File: src/rtl/ex_muldiv_unit_if.sv
// Handshake and operand bundle between the E stage and the iterative RV32M multiply/divide unit.
// master is the pipeline side, slave is the unit.
interface ex_muldiv_unit_if #(
   parameter int WIDTH = 32
);
   logic             iStartE;
   logic [2:0]       iFunct3E;
   logic [WIDTH-1:0] iRD1E;
   logic [WIDTH-1:0] iRD2E;
   logic [4:0]       iRdE;
   logic             iFlushE;
   logic             oBusyE;
   logic             oDoneE;
   logic [WIDTH-1:0] oResultE;
   logic [4:0]       oRdE;

   modport master (
      output iStartE, iFunct3E, iRD1E, iRD2E, iRdE, iFlushE,
      input  oBusyE, oDoneE, oResultE, oRdE
   );

   modport slave (
      input  iStartE, iFunct3E, iRD1E, iRD2E, iRdE, iFlushE,
      output oBusyE, oDoneE, oResultE, oRdE
   );
endinterface

File: src/rtl/ex_muldiv_unit.sv
// Iterative RV32M multiply/divide unit for the E stage: shift-add multiply, restoring divide.
// Define MULDIV_FAST_MUL_EN to resolve the four multiply ops in one cycle with a 33x33 signed multiplier.
module ex_muldiv_unit #(
   parameter int WIDTH = 32
) (
   input  logic               iClk,
   input  logic               iRst,
   ex_muldiv_unit_if.slave    bus
);
   localparam int CW = $clog2(WIDTH + 1);

   typedef enum logic [1:0] {IDLE, CALC, DONE} state_t;

   state_t           state_reg, state_next;
   logic [2:0]       funct3_reg, funct3_next;
   logic [4:0]       rd_reg, rd_next;
   logic [CW-1:0]    cnt_reg, cnt_next;
   logic [WIDTH:0]   acc_reg, acc_next;
   logic [WIDTH-1:0] lo_reg, lo_next;
   logic [WIDTH-1:0] opb_reg, opb_next;
   logic             neg_reg, neg_next;
   logic [WIDTH-1:0] result_reg, result_next;
   logic [4:0]       rdo_reg, rdo_next;

   // Operand decode for a start in IDLE.
   logic [2:0]       f3;
   logic             a_signed, b_signed, a_neg, b_neg, start_neg;
   logic [WIDTH-1:0] mag_a, mag_b;
   logic             div_zero, div_ovf, div_special;
   logic [WIDTH-1:0] special_res;
   logic             direct_en;
   logic [WIDTH-1:0] direct_res;
   localparam logic [WIDTH-1:0] MIN_VAL = {1'b1, {(WIDTH-1){1'b0}}};

   assign f3        = bus.iFunct3E;
   assign a_signed  = f3[2] ? ~f3[0] : ~(f3[1] & f3[0]);
   assign b_signed  = f3[2] ? ~f3[0] : ~f3[1];
   assign a_neg     = a_signed & bus.iRD1E[WIDTH-1];
   assign b_neg     = b_signed & bus.iRD2E[WIDTH-1];
   assign mag_a     = a_neg ? -bus.iRD1E : bus.iRD1E;
   assign mag_b     = b_neg ? -bus.iRD2E : bus.iRD2E;
   // A remainder takes the dividend's sign; every other op takes the product/quotient sign.
   assign start_neg = (f3 == 3'b110) ? a_neg : (a_neg ^ b_neg);

   assign div_zero    = f3[2] && (bus.iRD2E == '0);
   assign div_ovf     = f3[2] && !f3[0] && (bus.iRD1E == MIN_VAL) && (bus.iRD2E == '1);
   assign div_special = div_zero | div_ovf;

   always_comb begin
      special_res = '0;
      if (div_zero)
         special_res = f3[1] ? bus.iRD1E : '1;
      else if (div_ovf)
         special_res = f3[1] ? '0 : MIN_VAL;
   end

`ifdef MULDIV_FAST_MUL_EN
   logic signed [WIDTH:0]       fast_a, fast_b;
   logic signed [2*WIDTH+1:0]   fast_prod_unused;
   logic [WIDTH-1:0]            fast_res;

   assign fast_a           = {a_signed & bus.iRD1E[WIDTH-1], bus.iRD1E};
   assign fast_b           = {b_signed & bus.iRD2E[WIDTH-1], bus.iRD2E};
   assign fast_prod_unused = fast_a * fast_b;
   assign fast_res         = (f3[1:0] == 2'b00) ? fast_prod_unused[WIDTH-1:0]
                                                : fast_prod_unused[2*WIDTH-1:WIDTH];
   assign direct_en        = div_special | ~f3[2];
   assign direct_res       = f3[2] ? special_res : fast_res;
`else
   assign direct_en        = div_special;
   assign direct_res       = special_res;
`endif

   // One iteration of the shared datapath: acc holds the product high half or the partial remainder.
   logic [WIDTH-1:0] addend;
   logic [WIDTH:0]   mul_sum, mul_acc, div_shift, div_diff, div_acc, step_acc;
   logic [WIDTH-1:0] mul_lo, div_lo, step_lo;
   logic             div_ge;

   assign addend    = lo_reg[0] ? opb_reg : {WIDTH{1'b0}};
   assign mul_sum   = acc_reg + {1'b0, addend};
   assign mul_acc   = {1'b0, mul_sum[WIDTH:1]};
   assign mul_lo    = {mul_sum[0], lo_reg[WIDTH-1:1]};

   assign div_shift = {acc_reg[WIDTH-1:0], lo_reg[WIDTH-1]};
   assign div_ge    = div_shift >= {1'b0, opb_reg};
   assign div_diff  = div_shift - {1'b0, opb_reg};
   assign div_acc   = div_ge ? div_diff : div_shift;
   assign div_lo    = {lo_reg[WIDTH-2:0], div_ge};

   assign step_acc  = funct3_reg[2] ? div_acc : mul_acc;
   assign step_lo   = funct3_reg[2] ? div_lo  : mul_lo;

   // Sign fixup applied to the result of the final iteration.
   logic [2*WIDTH-1:0] prod, prod_s;
   logic [WIDTH-1:0]   quot_s, rem_s, fin_res;

   assign prod   = {step_acc[WIDTH-1:0], step_lo};
   assign prod_s = neg_reg ? -prod : prod;
   assign quot_s = neg_reg ? -step_lo : step_lo;
   assign rem_s  = neg_reg ? -step_acc[WIDTH-1:0] : step_acc[WIDTH-1:0];

   always_comb begin
      case (funct3_reg)
         3'b000:                 fin_res = prod_s[WIDTH-1:0];
         3'b001, 3'b010, 3'b011: fin_res = prod_s[2*WIDTH-1:WIDTH];
         3'b100, 3'b101:         fin_res = quot_s;
         default:                fin_res = rem_s;
      endcase
   end

   always_comb begin
      state_next  = state_reg;
      funct3_next = funct3_reg;
      rd_next     = rd_reg;
      cnt_next    = cnt_reg;
      acc_next    = acc_reg;
      lo_next     = lo_reg;
      opb_next    = opb_reg;
      neg_next    = neg_reg;
      result_next = result_reg;
      rdo_next    = rdo_reg;
      if (bus.iFlushE) begin
         state_next = IDLE;
      end else begin
         case (state_reg)
            IDLE: begin
               if (bus.iStartE) begin
                  funct3_next = f3;
                  rd_next     = bus.iRdE;
                  neg_next    = start_neg;
                  acc_next    = '0;
                  lo_next     = mag_a;
                  opb_next    = mag_b;
                  cnt_next    = CW'(WIDTH);
                  if (direct_en) begin
                     result_next = direct_res;
                     rdo_next    = bus.iRdE;
                     state_next  = DONE;
                  end else begin
                     state_next  = CALC;
                  end
               end
            end
            CALC: begin
               acc_next = step_acc;
               lo_next  = step_lo;
               cnt_next = cnt_reg - CW'(1);
               if (cnt_reg == CW'(1)) begin
                  result_next = fin_res;
                  rdo_next    = rd_reg;
                  state_next  = DONE;
               end
            end
            // The finished instruction still sits in E here, so a start is not a new op.
            DONE:    state_next = IDLE;
            default: state_next = IDLE;
         endcase
      end
   end

   always_ff @(posedge iClk) begin
      if (iRst) begin
         state_reg  <= IDLE;
         funct3_reg <= '0;
         rd_reg     <= '0;
         cnt_reg    <= '0;
         acc_reg    <= '0;
         lo_reg     <= '0;
         opb_reg    <= '0;
         neg_reg    <= 1'b0;
         result_reg <= '0;
         rdo_reg    <= '0;
      end else begin
         state_reg  <= state_next;
         funct3_reg <= funct3_next;
         rd_reg     <= rd_next;
         cnt_reg    <= cnt_next;
         acc_reg    <= acc_next;
         lo_reg     <= lo_next;
         opb_reg    <= opb_next;
         neg_reg    <= neg_next;
         result_reg <= result_next;
         rdo_reg    <= rdo_next;
      end
   end

   assign bus.oBusyE   = (state_reg == CALC) ||
                         ((state_reg == IDLE) && bus.iStartE && !bus.iFlushE);
   assign bus.oDoneE   = (state_reg == DONE) && !bus.iFlushE;
   assign bus.oResultE = result_reg;
   assign bus.oRdE     = rdo_reg;
endmodule
File: src/flat_wrapper.sv
// flat-port wrapper written by rule: the top's interface ports become plain ports
module ex_muldiv_unit_flat 
#(
   parameter int WIDTH = 32
)
  (iClk, iRst, bus_iStartE, bus_iFunct3E, bus_iRD1E, bus_iRD2E, bus_iRdE, bus_iFlushE, bus_oBusyE, bus_oDoneE, bus_oResultE, bus_oRdE);
  ex_muldiv_unit_if #(.WIDTH(WIDTH)) bus_i ();
  input  logic iClk;
  input  logic iRst;
  input wire logic [$bits(bus_i.iStartE)-1:0] bus_iStartE;
  input wire logic [$bits(bus_i.iFunct3E)-1:0] bus_iFunct3E;
  input wire logic [$bits(bus_i.iRD1E)-1:0] bus_iRD1E;
  input wire logic [$bits(bus_i.iRD2E)-1:0] bus_iRD2E;
  input wire logic [$bits(bus_i.iRdE)-1:0] bus_iRdE;
  input wire logic [$bits(bus_i.iFlushE)-1:0] bus_iFlushE;
  output wire logic [$bits(bus_i.oBusyE)-1:0] bus_oBusyE;
  output wire logic [$bits(bus_i.oDoneE)-1:0] bus_oDoneE;
  output wire logic [$bits(bus_i.oResultE)-1:0] bus_oResultE;
  output wire logic [$bits(bus_i.oRdE)-1:0] bus_oRdE;
  assign bus_i.iStartE = bus_iStartE;
  assign bus_i.iFunct3E = bus_iFunct3E;
  assign bus_i.iRD1E = bus_iRD1E;
  assign bus_i.iRD2E = bus_iRD2E;
  assign bus_i.iRdE = bus_iRdE;
  assign bus_i.iFlushE = bus_iFlushE;
  assign bus_oBusyE = bus_i.oBusyE;
  assign bus_oDoneE = bus_i.oDoneE;
  assign bus_oResultE = bus_i.oResultE;
  assign bus_oRdE = bus_i.oRdE;
  ex_muldiv_unit #(.WIDTH(WIDTH)) u_core (.iClk(iClk), .iRst(iRst), .bus(bus_i));
endmodule
File: config.mk
export PLATFORM = sky130hd
export DESIGN_NAME = ex_muldiv_unit_flat
export DESIGN_NICKNAME = d
export VERILOG_FILES = /design/src/rtl/ex_muldiv_unit_if.sv /design/src/rtl/ex_muldiv_unit.sv /design/src/flat_wrapper.sv
export SDC_FILE = /design/constraint.sdc
export NUM_CORES = 1
export LEC_CHECK = 0
export CORE_ASPECT_RATIO = 1.4
export CORE_MARGIN = 3
export CORE_UTILIZATION = 40
export CTS_CLUSTER_DIAMETER = 30
export CTS_CLUSTER_SIZE = 12
export DETAILED_ROUTE_END_ITERATION = 6
export HOLD_SLACK_MARGIN = 0.15
export MAX_ROUTING_LAYER = met4
export PLACE_DENSITY = 0.56
export SLEW_MARGIN = 10
export SYNTH_ARGS = -nofsm -noshare
export SYNTH_HDL_FRONTEND = slang
export SYNTH_SLANG_ARGS = --single-unit
File: constraint.sdc
create_clock -name iClk -period 9.3 [get_ports iClk]
set_clock_uncertainty 0.1 [all_clocks]
set_input_delay 0.93 -clock iClk [delete_from_list [all_inputs] [get_ports iClk]]
set_output_delay 0.93 -clock iClk [all_outputs]
set_load 0.02 [all_outputs]
==> results_dict.tcl, run 1 <==
# yosys + openroad results
set metrics [dict create \
    maxSlewViolCount 0 \
    min_path_type "reg -> reg" \
    worst_ep_arrival_time_ns 6.92 \
    cts_hold_buf 0 \
    syn_inst 2291 \
    hpwl_mm 61.4 \
    max_slew.worst_pin.slew_ns 1.25 \
    yosys-top-cells-count "311 x nor2_1, 197 x nand2_1, 158 x a21oi_1" \
    top_cell_area_share_pct 18.7 \
    ys_ff 151 \
    grt_setup_unrepaired "false" \
    grt_start_max_net_pins 102 \
    pre_cts_ws_ns 2.88 \
    wl_met3_mm 4.21 \
    htree_levels 4 \
    synth-edff-count 0 \
    violations "design-rule violations" \
    wl_met1_mm 29.4 \
    drt_first_pass_iters 7 \
    top_logic_kind "AND-OR/OR-AND gates" \
    netlist_area_mm2 0.0162 \
    synthXorXnorAreaFrac_pct 8.22 \
    worstSetupEndpointType "flop" \
    dpl_cell_area_mm2 0.0177 \
    root_buffer "clkbuf_16" \
    placed_cells 2809 \
    syn_area_per_cell_um2 7.07 \
    hold_viol 0 \
    wl_met2_mm 38.4 \
    setup_viol 0 \
    layout-drive-gt1-share_pct 6.31 \
    cts_buffers 17 \
    worst_ep_required_time_ns 9.60 \
    hp-start "u_core.rd_reg[4]" \
    cap_violations 0 \
    cts_resized 0 \
    synth.area.mux_share_pct 3.55 \
    reg2regPathDepth 18 \
    period_used_pct 71.2 \
    ys_types 95 \
    r2r_setup_slack_ns 2.68 \
    whs_path_depth 2 \
    fin_nets 2449 \
    routed_via_density 6.57 \
    fin_util_pct 46.0 \
    critPathMaxFanout 13 \
    clockBufferDepth 2 \
    use_met3_pct 3.79 \
    ir_drop_uv 117 \
    drcViolationCount 2 \
    cts_sinks 151 \
    area_growth_pct 12.8 \
    stdcell_count 2840 \
    adder_share_pct 5.73 \
    wirelength_mm 79.2 \
    grt_most_used_layer "met2" \
    std_cell_rows 86 \
    slowest_stage "or3_1" \
    synth_seq_share_pct 18.7 \
    vias 18700 \
    drtAntennaViolNets 0 \
    insertion_delay_ns 0.47 \
    yosys_cells 2291 \
    antennaDiodeCount 0 \
    io_buffers 114 \
    final_layout_top_logic_cells "309 x nor2_1, 197 x nand2_1, 158 x a21oi_1" \
    grtUsageMet1_pct 40.5 \
    wl_per_cell_um 27.9 \
    io_pins 115 \
    place_congestion 1.04 \
    status "complete, but fails checks" \
    cts_tree "done" \
]
[run 1: where the power goes]
group	total (W)	internal (W)	switching (W)	leakage [nW]
combinational	0.000769	0.000250	0.000519	5.25
sequential	0.000709	0.000674	0.0000344	1.23
clock	0.000735	0.000391	0.000344	0.291
total	0.00221	0.00132	0.000897	6.77
[run 1: layout make-up]
cell class	count	area, um2
fillers	4141	21400
multi-input cells	1909	12300
flip-flops and latches	151	3030
repair buffers	147	1400
well taps	528	661
clock buffers	18	450
inverters	74	278
clock inverters	13	136
[run 1: critical path: cells and delay by family (launching register included)]
kind,cells,cell delay [ns]
AOI/OAI and AO/OA,10,3.14
and+or+nand+nor,6,2.18
adders and majority gates,2,0.67
DFF,1,0.45
Run 1, signal wires on met2:
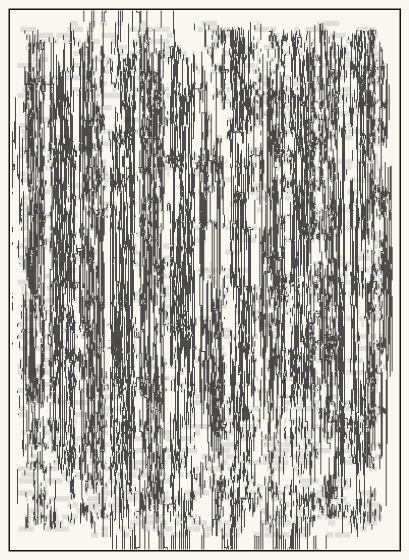
wire length on this layer: 38.4 mm
longest straight run: 91.6 um

Run 1, I/O nets highlighted:
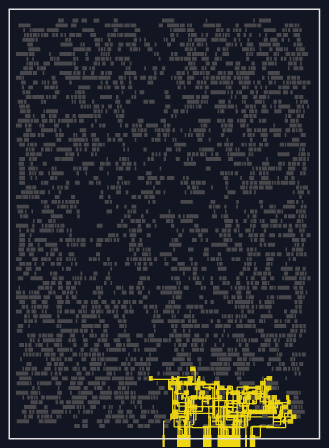
[`bus_iRD2E`] yellow | bits: 32 | direction: input | end cells: 84 | wire: 1,650 um

Run 1, placement by cell class:
Fill, decap, tap and diode cells in grey.
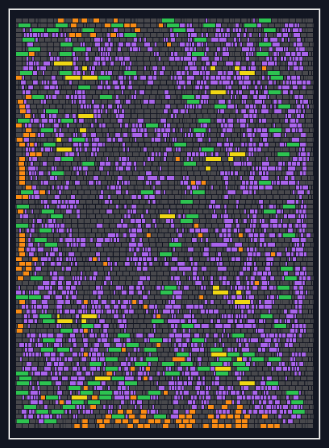
[clock drivers and dummy loads] yellow | cells: 31 | share of their area: 3.3%
[sequential cells] green | cells: 151 | share of their area: 17%
[remaining buffers and delay cells] orange | cells: 147 | share of their area: 7.9%
[remaining logic cells] purple | cells: 1,983 | share of their area: 72%

--- run 2 (diff from run 1) ---
- PLACE_DENSITY: 0.56 -> 0.58
- clock period: 9.3 -> 5.4 ns (I/O delays scaled with it)
Run 2, placement by cell class:
Fill, decap, tap and diode cells in grey.
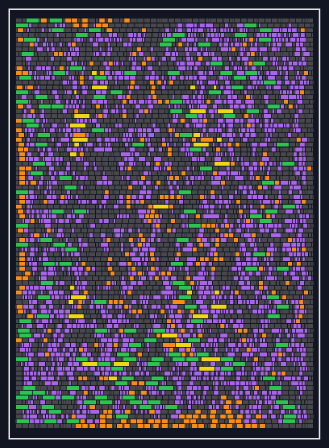
[sequential cells] green | cells: 151 | share of their area: 16%
[remaining logic cells] purple | cells: 1,983 | share of their area: 66%
[clock drivers and dummy loads] yellow | cells: 32 | share of their area: 3.1%
[remaining buffers and delay cells] orange | cells: 350 | share of their area: 15%

Run 2, I/O nets highlighted:
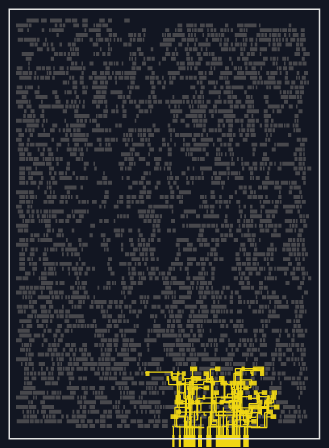
[`bus_iRD2E`] yellow | bits: 32 | direction: input | end cells: 84 | wire: 1,580 um

==> run 2 against run 1 <==
The run now ends clean. Maximum frequency is 28% higher. Total power is 81% higher. Worst setup slack worse by 2.5 ns. Non-clock buffer count is 203 higher. Hold slack better by 0.0032 ns. Clock power is 74% higher. Sequential power is 71% higher. Critical endpoint is now u_core.bus.oResultE[18]. Largest cell class unchanged. Critical path type unchanged. First-iteration DRC count is 0.35% higher. Register-to-register slack worse by 2.5 ns. Sequential share of layout area is 1.3 points lower.
==> results_dict.tcl, run 2 <==
# yosys + openroad results
set metrics [dict create \
    yosys-top-cells-count "311 x nor2_1, 197 x nand2_1, 158 x a21oi_1" \
    routed_via_density 6.37 \
    cts_sinks 151 \
    hp-start "u_core.rd_reg[0]" \
    cts_buffers 17 \
    hpwl_mm 64.5 \
    place_congestion 1.01 \
    cap_violations 0 \
    ys_ff 151 \
    powerSeq_w 0.00121 \
    clockPowerShare_pct 31.9 \
    placed_cells 3011 \
    p_comb_w 0.00152 \
    slowest_stage "nor4_1" \
    cts_tree "done" \
    drtAntennaViolNets 0 \
    wl_per_cell_um 26.6 \
    setup_viol 0 \
    period_used_pct 95.8 \
    syn_inst 2291 \
    clock_cell_area_share_pct 3.00 \
    worst_ep_arrival_time_ns 5.39 \
    layout-drive-gt1-share_pct 14.3 \
    wirelength_mm 81.1 \
    p_clk_w 0.00128 \
    netlist_area_mm2 0.0162 \
    clockBufferDepth 2 \
    fillers 4066 \
    sh_seq_area_pct 15.2 \
    ys_types 95 \
    largestClassByArea "multi-input combinational cells" \
    cts_hold_buf 0 \
    hold_viol 0 \
    fin_nets 2652 \
    p_seq_share_pct 30.2 \
    flop_area_mm2 0.00303 \
    tap_cells 528 \
    buf_share_pct 14.9 \
    worstSetupEndpointType "flop" \
    min_path_type "reg -> reg" \
    switching_share_pct 39.6 \
    switching_power_w 0.00159 \
    worst_ep_required_time_ns 5.61 \
    top_power_group "combinational cells" \
    io_pins 115 \
    stdcell_count 3044 \
    pre_cts_ws_ns 0.199 \
    root_buffer "clkbuf_16" \
    critPathMaxFanout 12 \
    comb_power_share_pct 37.9 \
    comb_share_pct 62.2 \
    logic_gates 1909 \
    ff_count 151 \
    vias 19400 \
    syn_area_per_cell_um2 7.07 \
    ir_drop_uv 140 \
    area_growth_pct 22.8 \
    grt_start_max_net_pins 81 \
    std_cell_rows 86 \
    intPower_w 0.00242 \
    status "finished, final reports clean" \
    logic_area_mm2 0.0124 \
    antennaDiodeCount 0 \
    insertion_delay_ns 0.46 \
    io_buffers 114 \
    path_buffers 6 \
    fin_util_pct 50.1 \
    max_slew.worst_pin.slew_ns 1.08 \
    crit_family "AND-OR/OR-AND gates" \
    drcViolationCount 0 \
    cp.depth 19 \
    grt_setup_unrepaired "false" \
    synth_seq_share_pct 18.7 \
    nNonClkInverters 74 \
]
-- run 2: routing by layer --
metal	share of wire, %	routed length [um]	GRT usage, %	up-vias
met2	48	39200	63.2	820
li1	-	-	-	8989
met1	38	30600	41.5	9384
met3	4.8	3900	3.29	211
met5	0	0	-	-
met4	9.1	7380	27.5	0
-- run 2: logic make-up (layout without fill, tap and decap cells) --
logic type      after synthesis  count (layout)  synth area share (%)
simple gates                888             888                  26.7
compound gates              742             742                  31.6
buf+inv                     231             456                  5.56
mux                          54              54                  3.55
flops                       151             151                  18.7
fa+ha+maj                    73              73                  5.73
xor+xnor                    152             152                  8.22
-- run 2: timing repair --
action	4_1_cts	5_1_grt
setup endpoints to repair	0	13
setup buffers	0	1
resized	0	14
--- run 3 (diff from run 2) ---
- CORE_UTILIZATION: 40 -> 55
- PLACE_DENSITY: 0.58 -> 0.76
Run 3, placement by cell class:
Fill, decap, tap and diode cells in grey.
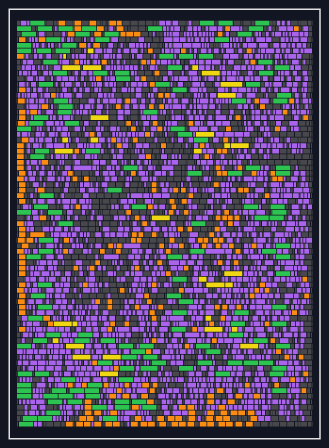
[clock drivers and dummy loads] yellow | cells: 32 | share of their area: 3.2%
[sequential cells] green | cells: 151 | share of their area: 16%
[remaining buffers and delay cells] orange | cells: 291 | share of their area: 13%
[remaining logic cells] purple | cells: 1,983 | share of their area: 67%

Run 3, cell outlines without signal wires:
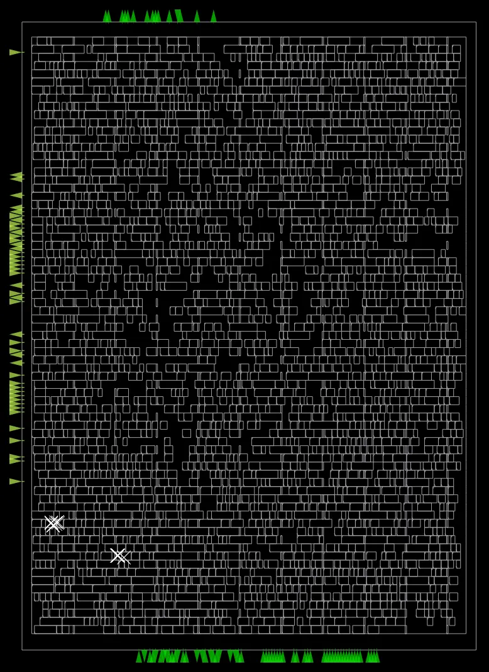
tapcell count: 375
Core Rows: 73
Util after Layout: 67.1%

==> run 3 against run 2 <==
The run now ends with design-rule violations left. Total power down 1.5%. Via count increased by 3.9%. Final cell count decreased by 7.0%. Count of clock-buffer cells in the layout down 1. Worst setup slack lost 0.11 ns. Hold slack better by 0.0042 ns. Sequential share of layout area grew 0.52 points.
==> results_dict.tcl, run 3 <==
# yosys + openroad results
set metrics [dict create \
    status "complete, but fails checks" \
    violations "design-rule violations" \
    top_cell_area_share_pct 18.7 \
    logic_area_mm2 0.0124 \
    path_buffers 4 \
    drcViolationCount 28 \
    largestClassByArea "multi-input combinational cells" \
    worst_ep_arrival_time_ns 5.53 \
    syn_area_per_cell_um2 7.07 \
    cts_buffers 17 \
    clockBufferDepth 2 \
    hold_viol 0 \
    fp_nets 2440 \
    p_seq_share_pct 30.8 \
    syn_inst 2291 \
    fin_nets 2593 \
    stdcell_count 2832 \
    switching_share_pct 39.9 \
    hpwl_mm 58.2 \
    adder_share_pct 5.73 \
    synthXorXnorAreaFrac_pct 8.22 \
    sh_seq_area_pct 15.8 \
    cts_tree "done" \
    netlist_area_mm2 0.0162 \
    cap_violations 0 \
    cp.depth 17 \
    r2r_setup_slack_ns 0.11 \
    nNonClkInverters 74 \
    yosys_cells 2291 \
    yosys-top-cells-count "311 x nor2_1, 197 x nand2_1, 158 x a21oi_1" \
    nNonClkBuffers 291 \
    wirelength_mm 75.7 \
    ys_ff 151 \
    p_clk_w 0.00128 \
    top_power_group "combinational cells" \
    layout-drive-gt1-share_pct 12.2 \
    powerSeq_w 0.00122 \
    io_buffers 114 \
    placed_cells 2796 \
    reg2regPathDepth 17 \
    ff_count 151 \
    min_path_type "reg -> reg" \
    final_layout_top_logic_cells "309 x nor2_1, 197 x nand2_1, 177 x buf_4" \
    fillers 2570 \
    logic_gates 1909 \
    setup_viol 0 \
    period_used_pct 97.9 \
    maxSlewViolCount 0 \
    top_layer_used "met4" \
    use_met3_pct 10.8 \
    worstSetupEndpointType "flop" \
    dpl_cell_area_mm2 0.0185 \
    drt_first_pass_iters 7 \
    ir_drop_uv 245 \
    grt_start_max_net_pins 81 \
    htree_levels 4 \
    intPower_w 0.00237 \
    wl_per_cell_um 26.7 \
    flop_area_mm2 0.00303 \
    synthAoiAreaFrac_pct 31.6 \
    grt_use_met2_pct 74.0 \
    slowest_stage "a311oi_1" \
    insertion_delay_ns 0.47 \
    switching_power_w 0.00158 \
    drtAntennaViolNets 0 \
    max_slew.worst_pin.slew_ns 1.24 \
    wl_met1_mm 25.0 \
    top_logic_kind "AND-OR/OR-AND gates" \
    place_congestion 1.09 \
    grt_most_used_layer "met2" \
    routed_via_density 7.12 \
    grtUsageMet1_pct 50.1 \
    worst_ep_required_time_ns 5.64 \
    clock_buffers 18 \
    io_pins 115 \
    comb_share_pct 64.4 \
    cts_sinks 151 \
    ys_sh_simple_pct 26.7 \
    comb_power_share_pct 36.7 \
    critPathKind "reg -> reg" \
    synth_seq_share_pct 18.7 \
    wl_met2_mm 34.0 \
    synth-edff-count 0 \
    antennaDiodeCount 0 \
    buf_share_pct 12.9 \
    holdWs_ns 0.365 \
]
## run 3: cell counts after synthesis
No cell type changed its count.
## run 3: tightest hold or removal path: cells and delay by family, from the launching register on
kind	cells	cell delay [ns]
flip-flops	1	0.31
AND-OR/OR-AND	1	0.06
AND/OR/NAND/NOR	1	0.05
## run 3: worst paths after layout
| check | startpoint | end |
|---|---|---|
| setup / recovery | u_core.opb_reg[1] | u_core.bus.oResultE[15] |
| hold / removal | u_core.rd_reg[1] | u_core.rd_reg[1] |
| setup reg to reg | u_core.opb_reg[1] | u_core.bus.oResultE[15] |
| hold reg to reg | u_core.rd_reg[1] | u_core.rd_reg[1] |
## run 3: timing repair
action / in CTS / in global routing
hold buffers: 0 / 0
resized: 0 / 15
endpoints found under the setup margin: 0 / 18
buffers inserted: 0 / 4

## Gallery

Metal 3.
Scale bar: 50 um.
(a)
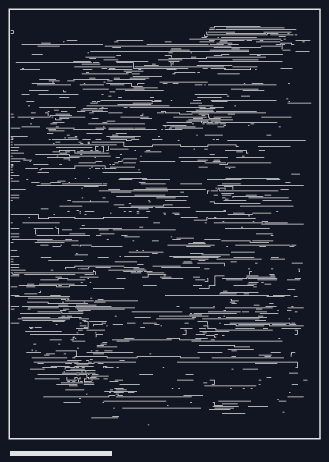
(b)
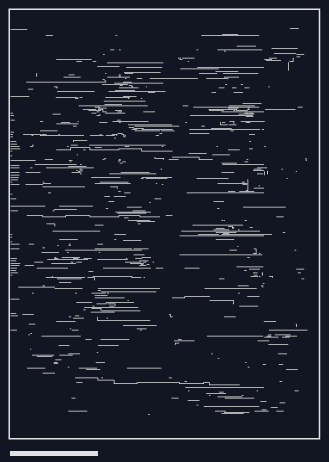
run 3 -> (a)
run 1 -> (b)
Of these, largest die: (b)

Power figures rest on the tool's default switching activity, not on a simulated workload.
